$ cat config.mk
export PLATFORM = sky130hd
export DESIGN_NAME = ncl_add_pipe
export DESIGN_NICKNAME = d
export VERILOG_FILES = /design/src/rtl/ncl_pkg.sv /design/src/rtl/ncl_add_stage.sv /design/src/rtl/ncl_add_pipe.sv
export SDC_FILE = /design/constraint.sdc
export NUM_CORES = 1
export LEC_CHECK = 0
export CAP_MARGIN = 20
export CELL_PAD_IN_SITES_DETAIL_PLACEMENT = 0
export CELL_PAD_IN_SITES_GLOBAL_PLACEMENT = 2
export CORE_MARGIN = 3
export CORE_UTILIZATION = 38
export DETAILED_ROUTE_END_ITERATION = 8
export GPL_TIMING_DRIVEN = 0
export PLACE_DENSITY_LB_ADDON = 0.1
export SLEW_MARGIN = 30
export SYNTH_ARGS = -nofsm -noshare
export SYNTH_HDL_FRONTEND = slang
export SYNTH_SLANG_ARGS = --single-unit
$ cat constraint.sdc
create_clock -name clk -period 4.05 [get_ports clk]
set_input_delay 0.81 -clock clk [delete_from_list [all_inputs] [get_ports clk]]
set_output_delay 0.81 -clock clk [all_outputs]
set_load 0.05 [all_outputs]
$ cat src/rtl/ncl_pkg.sv
// Dual-rail (NCL) encoding constants and wavefront helpers shared by the adder pipeline.
package ncl_pkg;

   typedef logic [1:0] dr_t;

   localparam dr_t NULL = 2'b00;
   localparam dr_t D0   = 2'b01;
   localparam dr_t D1   = 2'b10;
   localparam dr_t ILL  = 2'b11;

   // Wavefront helpers take up to MAX_PAIRS rail pairs; callers zero-extend and pass a pair mask.
   localparam int unsigned MAX_PAIRS = 64;
   typedef logic [2*MAX_PAIRS-1:0] wave_t;
   typedef logic [MAX_PAIRS-1:0]   pmask_t;

   typedef struct packed {
      dr_t c;
      dr_t s;
   } fa_t;

   function automatic logic is_data(input dr_t p);
      return (p == D0) || (p == D1);
   endfunction

   // 1 when every selected pair carries DATA (an empty selection counts as complete).
   function automatic logic wave_data(input wave_t w, input pmask_t m);
      logic ok;
      ok = 1'b1;
      for (int unsigned i = 0; i < MAX_PAIRS; i++) begin
         if (m[i] && !is_data(w[2*i +: 2])) ok = 1'b0;
      end
      return ok;
   endfunction

   // 1 when every selected pair is NULL.
   function automatic logic wave_null(input wave_t w, input pmask_t m);
      logic ok;
      ok = 1'b1;
      for (int unsigned i = 0; i < MAX_PAIRS; i++) begin
         if (m[i] && (w[2*i +: 2] != NULL)) ok = 1'b0;
      end
      return ok;
   endfunction

   // 1 when any selected pair holds the illegal 11 code.
   function automatic logic wave_ill(input wave_t w, input pmask_t m);
      logic hit;
      hit = 1'b0;
      for (int unsigned i = 0; i < MAX_PAIRS; i++) begin
         if (m[i] && (w[2*i +: 2] == ILL)) hit = 1'b1;
      end
      return hit;
   endfunction

   // Dual-rail full add; output stays NULL until all three inputs are DATA.
   function automatic fa_t dr_full_add(input dr_t a, input dr_t b, input dr_t c);
      fa_t        r;
      logic [1:0] v;
      r.s = NULL;
      r.c = NULL;
      if (is_data(a) && is_data(b) && is_data(c)) begin
         v   = {1'b0, a[1]} + {1'b0, b[1]} + {1'b0, c[1]};
         r.s = v[0] ? D1 : D0;
         r.c = v[1] ? D1 : D0;
      end
      return r;
   endfunction

endpackage

$ cat src/rtl/ncl_add_stage.sv
// One pipeline stage: adds digit K with the incoming carry and captures with TH22 hysteresis.
module ncl_add_stage
   import ncl_pkg::*;
#(
   parameter int unsigned WIDTH = 8,
   parameter int unsigned DIGIT = 2,
   parameter int unsigned K     = 0
) (
   input  logic               clk_i,
   input  logic               init_i,
   input  logic [2*WIDTH-1:0] a_i,
   input  logic [2*WIDTH-1:0] b_i,
   input  logic [2*WIDTH-1:0] s_i,
   input  logic [1:0]         c_i,
   input  logic               succ_comp_i,
   output logic [2*WIDTH-1:0] a_o,
   output logic [2*WIDTH-1:0] b_o,
   output logic [2*WIDTH-1:0] s_o,
   output logic [1:0]         c_o,
   output logic               comp_o
);

   localparam int unsigned Lo = K * DIGIT;        // first bit of this stage's digit
   localparam int unsigned Hi = (K + 1) * DIGIT;  // first bit past it

   function automatic logic [WIDTH-1:0] bits_from(input int unsigned lsb);
      logic [WIDTH-1:0] m;
      for (int unsigned i = 0; i < WIDTH; i++) m[i] = (i >= lsb);
      return m;
   endfunction

   function automatic logic [2*WIDTH-1:0] rails(input logic [WIDTH-1:0] m);
      logic [2*WIDTH-1:0] r;
      for (int unsigned i = 0; i < WIDTH; i++) r[2*i +: 2] = {2{m[i]}};
      return r;
   endfunction

   // Meaningful fields: operands still to be added, and sum digits already produced.
   localparam logic [WIDTH-1:0] InOpMask   = bits_from(Lo);
   localparam logic [WIDTH-1:0] InSumMask  = ~InOpMask;
   localparam logic [WIDTH-1:0] RegOpMask  = bits_from(Hi);
   localparam logic [WIDTH-1:0] RegSumMask = ~RegOpMask;

   logic [2*WIDTH-1:0] a_d, a_q, b_d, b_q, s_d, s_q;
   logic [1:0]         c_d, c_q;
   logic [2*WIDTH-1:0] sum_w;
   logic [1:0]         carry_w;
   fa_t                fa_w;
   logic               in_data_w, in_null_w, capture_w;

   // Ripple this stage's digit through dual-rail full adders.
   always_comb begin
      sum_w   = s_i & rails(InSumMask);
      carry_w = c_i;
      fa_w    = '0;
      for (int unsigned j = 0; j < DIGIT; j++) begin
         fa_w                  = dr_full_add(a_i[2*(Lo+j) +: 2], b_i[2*(Lo+j) +: 2], carry_w);
         sum_w[2*(Lo+j) +: 2]  = fa_w.s;
         carry_w               = fa_w.c;
      end
   end

   // Classify the incoming wavefront and apply the TH22 capture rule.
   always_comb begin
      in_data_w = wave_data(wave_t'(a_i), pmask_t'(InOpMask))
                  && wave_data(wave_t'(b_i), pmask_t'(InOpMask))
                  && wave_data(wave_t'(s_i), pmask_t'(InSumMask))
                  && is_data(c_i);
      in_null_w = wave_null(wave_t'(a_i), pmask_t'(InOpMask))
                  && wave_null(wave_t'(b_i), pmask_t'(InOpMask))
                  && wave_null(wave_t'(s_i), pmask_t'(InSumMask))
                  && (c_i == NULL);
      capture_w = (in_data_w && !succ_comp_i) || (in_null_w && succ_comp_i);
   end

   // Next register contents: new wavefront on capture, otherwise hold.
   always_comb begin
      a_d = a_q;
      b_d = b_q;
      s_d = s_q;
      c_d = c_q;
      if (capture_w) begin
         a_d = a_i & rails(RegOpMask);
         b_d = b_i & rails(RegOpMask);
         s_d = sum_w;
         c_d = carry_w;
      end
   end

   // Stage register, cleared to NULL by init.
   always_ff @(posedge clk_i or posedge init_i) begin
      if (init_i) begin
         a_q <= '0;
         b_q <= '0;
         s_q <= '0;
         c_q <= '0;
      end else begin
         a_q <= a_d;
         b_q <= b_d;
         s_q <= s_d;
         c_q <= c_d;
      end
   end

   // Completion: register holds complete DATA across its meaningful fields.
   always_comb begin
      comp_o = wave_data(wave_t'(a_q), pmask_t'(RegOpMask))
               && wave_data(wave_t'(b_q), pmask_t'(RegOpMask))
               && wave_data(wave_t'(s_q), pmask_t'(RegSumMask))
               && is_data(c_q);
   end

   assign a_o = a_q;
   assign b_o = b_q;
   assign s_o = s_q;
   assign c_o = c_q;

endmodule

$ cat src/rtl/ncl_add_pipe.sv
// Digit-serial dual-rail adder pipeline (WIDTH <= 64) with a sticky illegal-encoding flag.
module ncl_add_pipe
   import ncl_pkg::*;
#(
   parameter int unsigned WIDTH = 8,
   parameter int unsigned DIGIT = 2
) (
   input  logic               clk,
   input  logic               init,
   input  logic [2*WIDTH-1:0] a,
   input  logic [2*WIDTH-1:0] b,
   input  logic [1:0]         cin,
   output logic               in_comp,
   output logic [2*WIDTH-1:0] sum,
   output logic [1:0]         cout,
   input  logic               out_comp,
   output logic               err
);

   localparam int unsigned STAGES = WIDTH / DIGIT;

   // Index k is the input of stage k; index STAGES is the last stage's register.
   logic [2*WIDTH-1:0] a_w [STAGES+1];
   logic [2*WIDTH-1:0] b_w [STAGES+1];
   logic [2*WIDTH-1:0] s_w [STAGES+1];
   logic [1:0]         c_w [STAGES+1];
   // comp_w[k] is stage k's completion; comp_w[STAGES] is the downstream one.
   logic               comp_w [STAGES+1];

   logic err_d, err_q, ill_w;

   assign a_w[0]         = a;
   assign b_w[0]         = b;
   assign s_w[0]         = '0;
   assign c_w[0]         = cin;
   assign comp_w[STAGES] = out_comp;

   for (genvar k = 0; k < STAGES; k++) begin : g_stage
      ncl_add_stage #(
         .WIDTH(WIDTH),
         .DIGIT(DIGIT),
         .K    (k)
      ) u_stage (
         .clk_i      (clk),
         .init_i     (init),
         .a_i        (a_w[k]),
         .b_i        (b_w[k]),
         .s_i        (s_w[k]),
         .c_i        (c_w[k]),
         .succ_comp_i(comp_w[k+1]),
         .a_o        (a_w[k+1]),
         .b_o        (b_w[k+1]),
         .s_o        (s_w[k+1]),
         .c_o        (c_w[k+1]),
         .comp_o     (comp_w[k])
      );
   end

   // Any 11 pair on the primary inputs sets the sticky error.
   always_comb begin
      ill_w = wave_ill(wave_t'(a), pmask_t'({WIDTH{1'b1}}))
              || wave_ill(wave_t'(b), pmask_t'({WIDTH{1'b1}}))
              || (cin == ILL);
      err_d = err_q || ill_w;
   end

   // Error flag register; only init clears it.
   always_ff @(posedge clk or posedge init) begin
      if (init) err_q <= 1'b0;
      else      err_q <= err_d;
   end

   assign in_comp = comp_w[0];
   assign sum     = s_w[STAGES];
   assign cout    = c_w[STAGES];
   assign err     = err_q;

endmodule

### Clock wires, drivers and flops, run 1

Bar = 50 um.
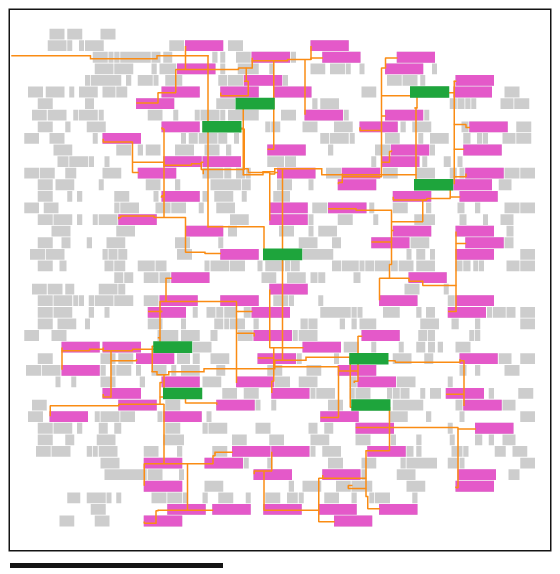
[clock drivers] green | count: 9
[clock wires] orange | length: 1300 um
[flip-flops] magenta | count: 97
routed clock nets: 10

### Where the registers sit, run 1

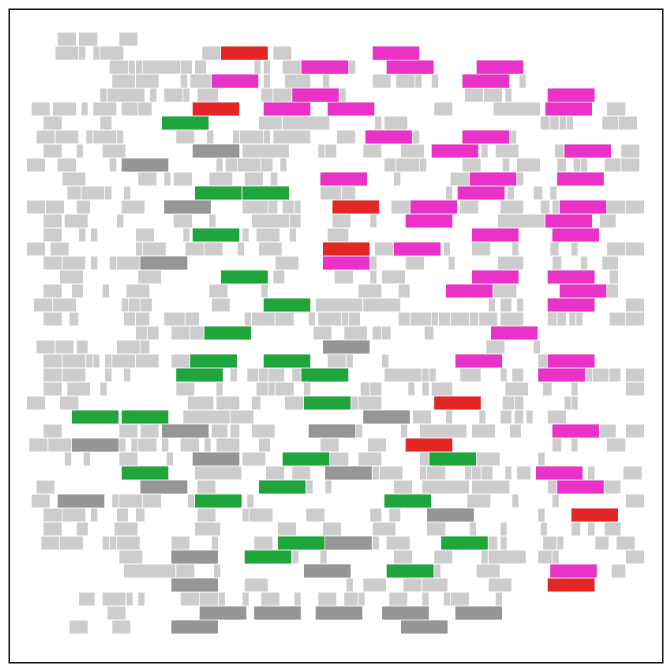
[`g_stage.u_stage.b_o`] green | flops: 24
[`g_stage.u_stage.c_o`] red | flops: 8
[`g_stage.u_stage.s_o`] magenta | flops: 40
not coloured: 25

### Congestion heat map, run 1

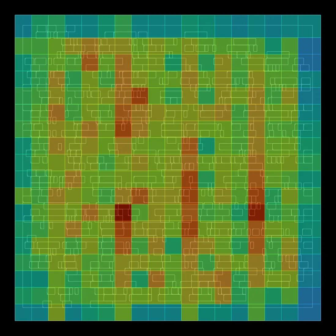
gr busiest metal: met2
total track usage: 15.73%
met1 usage in global routing: 19.66%

==> flow_summary_export.csv, run 1 <==
group,metric,value,unit
final_timing,rsz0062_at_grt,"no",
final_timing,slew_headroom,50.27,%
global_routing,antenna_found_initial,0,
final_timing,setup_tns,0,ns
final_timing,fmax,267.3,MHz
power_and_ir_drop,power.group.top,"sequential cells",
job,warnings,43,
yosys,synth.cellmix.adderShare,19.40,%
floorplan,coreArea,14040,um^2
yosys,top_logic_kind,"adder cells",
worst_setup_path,crit_path_cell_trace,"inv_1 -> ha_1 -> and3_1 -> clkbuf_1 -> nand3_1 -> nor3_1 -> clkdlybuf4s50_1",
final_layout,sh_comb_area,38.78,%
yosys,largest_area_cell,"dfrtp_1",
worst_setup_path,cp.arrival,2.93,ns
min_path,hp-start,"g_stage[2].u_stage.s_o[11]",
clock_network,ctsRootBufferMaster,"clkbuf_16",
worst_setup_path,critical_path_class,"flop to output port",
floorplan,io_pins,57,
routing,drt-met1-wl,5.278,mm
power_and_ir_drop,p_per_area,294.3,nW/um^2
final_timing,tightest_slew,0.7391,ns
final_timing,fin_crit,3.742,ns
global_routing,grt_pass1_wl,19.71,mm
global_routing,grt_max_degree,60,
worst_setup_path,worstSetupEndpointType,"output port",
final_timing,finClkSkew,0.006390,ns
yosys,ys_types,28,
place,place_area,6352,um^2
power_and_ir_drop,finalPower,1.961,mW
power_and_ir_drop,pg_comb,121,uW
final_layout,final_common_cell,"inv_1",
yosys,ys_cells,515,
clock_network,cts_tree,"yes",
yosys,muxShareOfSynthArea,14.63,%
routing,vias,3612,
yosys,synth-simple-area-share,9.247,%
yosys,synth_flops,97,
clock_network,cts_buffers,9,
power_and_ir_drop,seqPwrFrac,49.4,%
final_layout,nClkBuffers,15,
power_and_ir_drop,powerSeq,969,uW
global_routing,grt_use_met3,2.863,%
final_timing,setup_violations,0,
yosys,ys_chip_area,5534,um^2
routing,drtAntennaViolNets,0,
routing,drc_errors,0,
worst_setup_path,r2r.worst_path.cells,9,
power_and_ir_drop,clock_power_share,44.5,%
yosys,fp_nets,633,
worst_setup_path,startpoint_type,"flop",
yosys,edf_count,0,
worst_setup_path,path_depth,7,
final_layout,mostFrequentLayoutCells,"inv_1, dfrtp_1, mux2i_1, ha_1, clkdlybuf4s50_1",
routing,routed.top_layer,"met4",
status,outcome,"complete, no violations",
yosys,yosys.area_share.xor_xnor,1.424,%
place,pre_cts_slack,0.4798,ns
final_layout,diodes,0,
final_layout,largest_register_ffs,40,
routing,met2_length,5.775,mm
yosys,synthTopCellsByCount,"inv_1, dfrtp_1, ha_1, mux2i_1, nand2_1",
global_routing,grt_overflow,0,
yosys,async_reset_ff_share,100.0,%
worst_setup_path,r2r_slack,1.45,ns
power_and_ir_drop,clock_net_power,872,uW
place,io_buffers,56,
yosys,netlist_area,5534,um^2
final_timing,setup_slack,0.3082,ns
yosys,ys.flop_type,"dfrtp_1",
power_and_ir_drop,p_sw,420.2,uW
floorplan,die_height,126.7,um
worst_setup_path,crit_family,"buffers and inverters",
floorplan,die_width,126.7,um
final_layout,inverters_excl_clock,114,
clock_network,post_cts_resized,0,
clock_network,path_clk_slew,0.07,ns
final_timing,slew_viol_final,0,
worst_setup_path,timing.rr.end,"g_stage[1].u_stage.b_o[9]",
final_layout,buffer_area_share,10.23,%
power_and_ir_drop,vdd_drop_max,0.1733,mV
==> inputs of run 2 (changes only) <==
==> constraint.sdc (replaced) <==
create_clock -name clk -period 4.05 [get_ports clk]
set_input_delay 0.81 -clock clk [delete_from_list [all_inputs] [get_ports clk]]
set_output_delay 0.81 -clock clk [all_outputs]
set_load 0.005 [all_outputs]
### Pin map, run 2

Pins as bars across the die edge, other pins in grey.
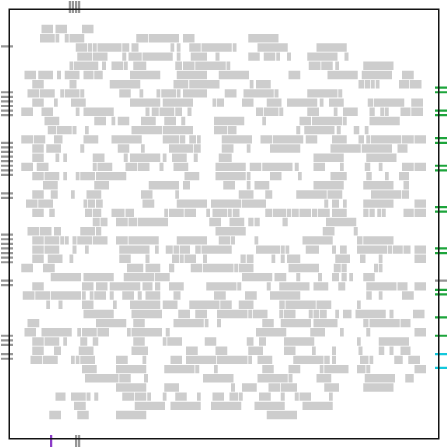
[`sum`] green | pins: 16 | direction: output | edge: right
[`init`] purple | pins: 1 | direction: input | edge: bottom
[`cout`] cyan | pins: 2 | direction: output | edge: right
all pins by edge: 31 left, 19 right, 4 top, 3 bottom

### Congestion heat map, run 2

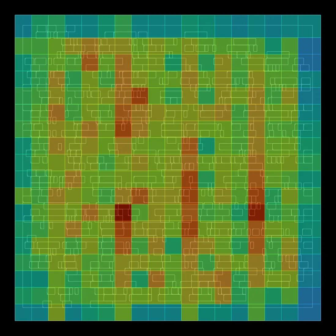
WL per Instance: 15.36 um
met2 usage: 26.99%
M3 GR Usage: 2.863%
Final Util: 47.47%

==> run 2 against run 1 <==
Largest power group unchanged; largest cell class unchanged; critical path type unchanged; die size is the same; final cell count is the same; area after synthesis is the same; utilization is the same.
==> flow_summary_export.csv, run 2 <==
group,metric,value,unit
final_layout,final_common_cell,"inv_1",
yosys,fp_nets,633,
final_timing,tightest_slew,0.7391,ns
yosys,ys_types,28,
power_and_ir_drop,powerSeq,969,uW
worst_setup_path,crit_path_cell_trace,"inv_1 -> ha_1 -> and3_1 -> clkbuf_1 -> nand3_1 -> nor3_1 -> clkdlybuf4s50_1",
worst_setup_path,critical_path_class,"flop to output port",
worst_setup_path,worstSetupEndpointType,"output port",
final_layout,mostFrequentLayoutCells,"inv_1, dfrtp_1, mux2i_1, ha_1, clkdlybuf4s50_1",
final_layout,nNetsFinal,701,
place,pre_cts_slack,0.4798,ns
clock_network,ctsRootBufferMaster,"clkbuf_16",
routing,drc_errors,0,
yosys,synth-simple-area-share,9.247,%
power_and_ir_drop,pg_comb,121,uW
min_path,hp-start,"g_stage[2].u_stage.s_o[11]",
yosys,most_common_cell,"inv_1",
global_routing,grt_pass1_wl,19.71,mm
yosys,netlist_area,5534,um^2
power_and_ir_drop,clock_net_power,872,uW
routing,vias,3612,
global_routing,track_usage,15.73,%
global_routing,grtUsageMet1,19.66,%
place,io_buffers,56,
final_timing,setup_tns,0,ns
place,place_area,6352,um^2
final_layout,largest_register_ffs,40,
final_timing,finClkSkew,0.006390,ns
final_timing,setup_slack,0.6102,ns
worst_setup_path,crit_family,"buffers and inverters",
final_timing,fin_crit,3.440,ns
clock_network,cts_buffers,9,
routing,routed.top_layer,"met4",
clock_network,path_clk_slew,0.07,ns
worst_setup_path,r2r_slack,1.45,ns
yosys,ys_cells,515,
yosys,ys_chip_area,5534,um^2
global_routing,antenna_found_initial,0,
yosys,synth_flops,97,
yosys,largest_area_cell,"dfrtp_1",
job,warnings,43,
status,outcome,"complete, no violations",
final_layout,nClkBuffers,15,
worst_setup_path,r2r.worst_path.cells,9,
yosys,synthTopCellsByCount,"inv_1, dfrtp_1, ha_1, mux2i_1, nand2_1",
floorplan,io_pins,57,
clock_network,cts_tree,"yes",
yosys,edf_count,0,
clock_network,cts.sinks,97,
final_layout,diodes,0,
floorplan,die_height,126.7,um
worst_setup_path,path_depth,7,
routing,met2_length,5.775,mm
global_routing,grt_overflow,0,
worst_setup_path,startpoint_type,"flop",
power_and_ir_drop,power.group.top,"sequential cells",
final_timing,setup_violations,0,
power_and_ir_drop,finalPower,1.961,mW
yosys,muxShareOfSynthArea,14.63,%
power_and_ir_drop,p_per_area,294.3,nW/um^2
worst_setup_path,timing.rr.end,"g_stage[1].u_stage.b_o[9]",
global_routing,grt_max_degree,60,
floorplan,rows,43,
final_layout,buffer_area_share,10.23,%
final_layout,sh_comb_area,38.78,%
power_and_ir_drop,clock_power_share,44.5,%
worst_setup_path,cp.arrival,2.63,ns
power_and_ir_drop,seqPwrFrac,49.4,%
yosys,async_reset_ff_share,100.0,%
yosys,synth.cellmix.adderShare,19.40,%
final_timing,rsz0062_at_grt,"no",
power_and_ir_drop,p_sw,420.2,uW
yosys,top_logic_kind,"adder cells",
routing,drtAntennaViolNets,0,
global_routing,busiest_layer,"met2",
floorplan,die_width,126.7,um
clock_network,post_cts_resized,0,
final_timing,slew_headroom,50.27,%
floorplan,nWellTaps,180,
final_timing,holdWs,0.4853,ns
clock_network,h-tree-depth,3,
final_timing,slew_viol_final,0,
final_layout,inverters_excl_clock,114,
floorplan,coreArea,14040,um^2
power_and_ir_drop,vdd_drop_max,0.1733,mV
final_timing,fmax,290.7,MHz
==> inputs of run 3 (changes only) <==
--- a/config.mk
+++ b/config.mk
@@ -9,7 +9,7 @@
 export CELL_PAD_IN_SITES_DETAIL_PLACEMENT = 0
 export CELL_PAD_IN_SITES_GLOBAL_PLACEMENT = 2
 export CORE_MARGIN = 3
-export CORE_UTILIZATION = 38
+export CORE_UTILIZATION = 34
 export DETAILED_ROUTE_END_ITERATION = 8
 export GPL_TIMING_DRIVEN = 0
 export PLACE_DENSITY_LB_ADDON = 0.1
==> constraint.sdc (replaced) <==
create_clock -name clk -period 3.15 [get_ports clk]
set_input_delay 0.63 -clock clk [delete_from_list [all_inputs] [get_ports clk]]
set_output_delay 0.63 -clock clk [all_outputs]
set_load 0.005 [all_outputs]
### The metal 4 layer, run 3

Cells faint in the background.
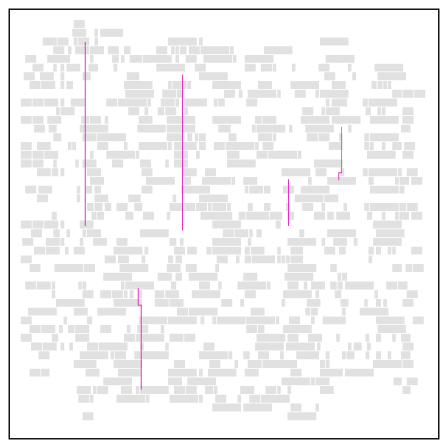
main direction: vertical
longest straight run: 57.1 um
wire length on this layer: 169 um
nets with wire on the layer: 2
share of all routed wire: 1.4%
DRT Wirelength: 12.25 mm
Vias: 3589

### Congestion heat map, run 3

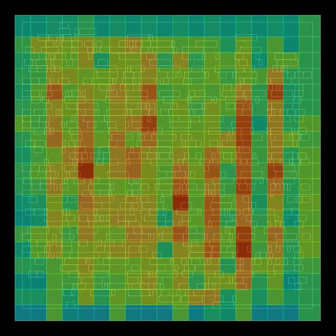
M3 GR Usage: 2.455%
WL per Instance: 15.20 um
met1 usage in global routing: 17.72%

==> run 3 against run 2 <==
Register-to-register slack got worse by 0.93 ns; via count fell by 0.64%; largest power group unchanged; highest routed layer unchanged; combinational power rose by 36%; non-clock buffer count rose by 2; setup slack got worse by 0.48 ns.
==> flow_summary_export.csv, run 3 <==
group,metric,value,unit
yosys,top_logic_kind,"adder cells",
final_timing,setup_violations,0,
final_layout,final_common_cell,"inv_1",
power_and_ir_drop,powerSeq,1.25,mW
final_layout,fin_util,42.69,%
global_routing,antenna_found_initial,0,
final_layout,diodes,0,
routing,met2_length,6.266,mm
yosys,ys_chip_area,5534,um^2
power_and_ir_drop,clock_power_share,45.9,%
worst_setup_path,r2r.worst_path.cells,9,
power_and_ir_drop,p_per_area,384.8,nW/um^2
floorplan,die_height,133.6,um
worst_setup_path,cp.arrival,3.25,ns
yosys,ys.flop_type,"dfrtp_1",
power_and_ir_drop,pg_comb,165,uW
status,outcome,"complete, no violations",
final_timing,slew_viol_final,0,
global_routing,grt_overflow,0,
yosys,synth_flops,97,
clock_network,h-tree-depth,3,
yosys,fp_nets,633,
power_and_ir_drop,vdd_drop_max,0.2343,mV
final_timing,fmax,331.4,MHz
final_timing,rsz0062_at_grt,"no",
final_layout,buffer_area_share,10.89,%
worst_setup_path,worstSetupEndpointType,"flop",
yosys,synth.cellmix.adderShare,19.40,%
worst_setup_path,critical_path_class,"input port to flop",
power_and_ir_drop,power.group.top,"sequential cells",
job,warnings,43,
power_and_ir_drop,seqPwrFrac,47.7,%
final_layout,largest_register_ffs,40,
yosys,muxShareOfSynthArea,14.63,%
worst_setup_path,crit_path_cell_trace,"clkdlybuf4s50_1 -> inv_1 -> ha_1 -> and3_1 -> buf_4 -> nand3_2 -> or4_1 -> mux2i_1 -> buf_6 -> mux2_1",
final_layout,nClkBuffers,14,
power_and_ir_drop,finalPower,2.610,mW
floorplan,coreArea,15890,um^2
yosys,ys_types,28,
global_routing,busiest_layer,"met2",
clock_network,cts_tree,"yes",
final_timing,setup_slack,0.1327,ns
yosys,netlist_area,5534,um^2
routing,drtAntennaViolNets,0,
routing,drc_errors,0,
yosys,yosys.area_share.xor_xnor,1.424,%
floorplan,nWellTaps,216,
final_timing,fin_crit,3.017,ns
global_routing,grt_use_met2,26.30,%
final_timing,holdWs,0.4880,ns
worst_setup_path,path_depth,10,
power_and_ir_drop,p_sw,544.9,uW
final_layout,sh_comb_area,38.19,%
worst_setup_path,crit_family,"buffers and inverters",
floorplan,io_pins,57,
routing,drt-met1-wl,5.426,mm
floorplan,die_width,133.6,um
worst_setup_path,timing.rr.end,"g_stage[1].u_stage.b_o[12]",
final_timing,finClkSkew,0.004825,ns
worst_setup_path,r2r_slack,0.52,ns
yosys,synth-simple-area-share,9.247,%
global_routing,track_usage,14.69,%
No activity file was given, so power comes from the tool's default toggle rates.
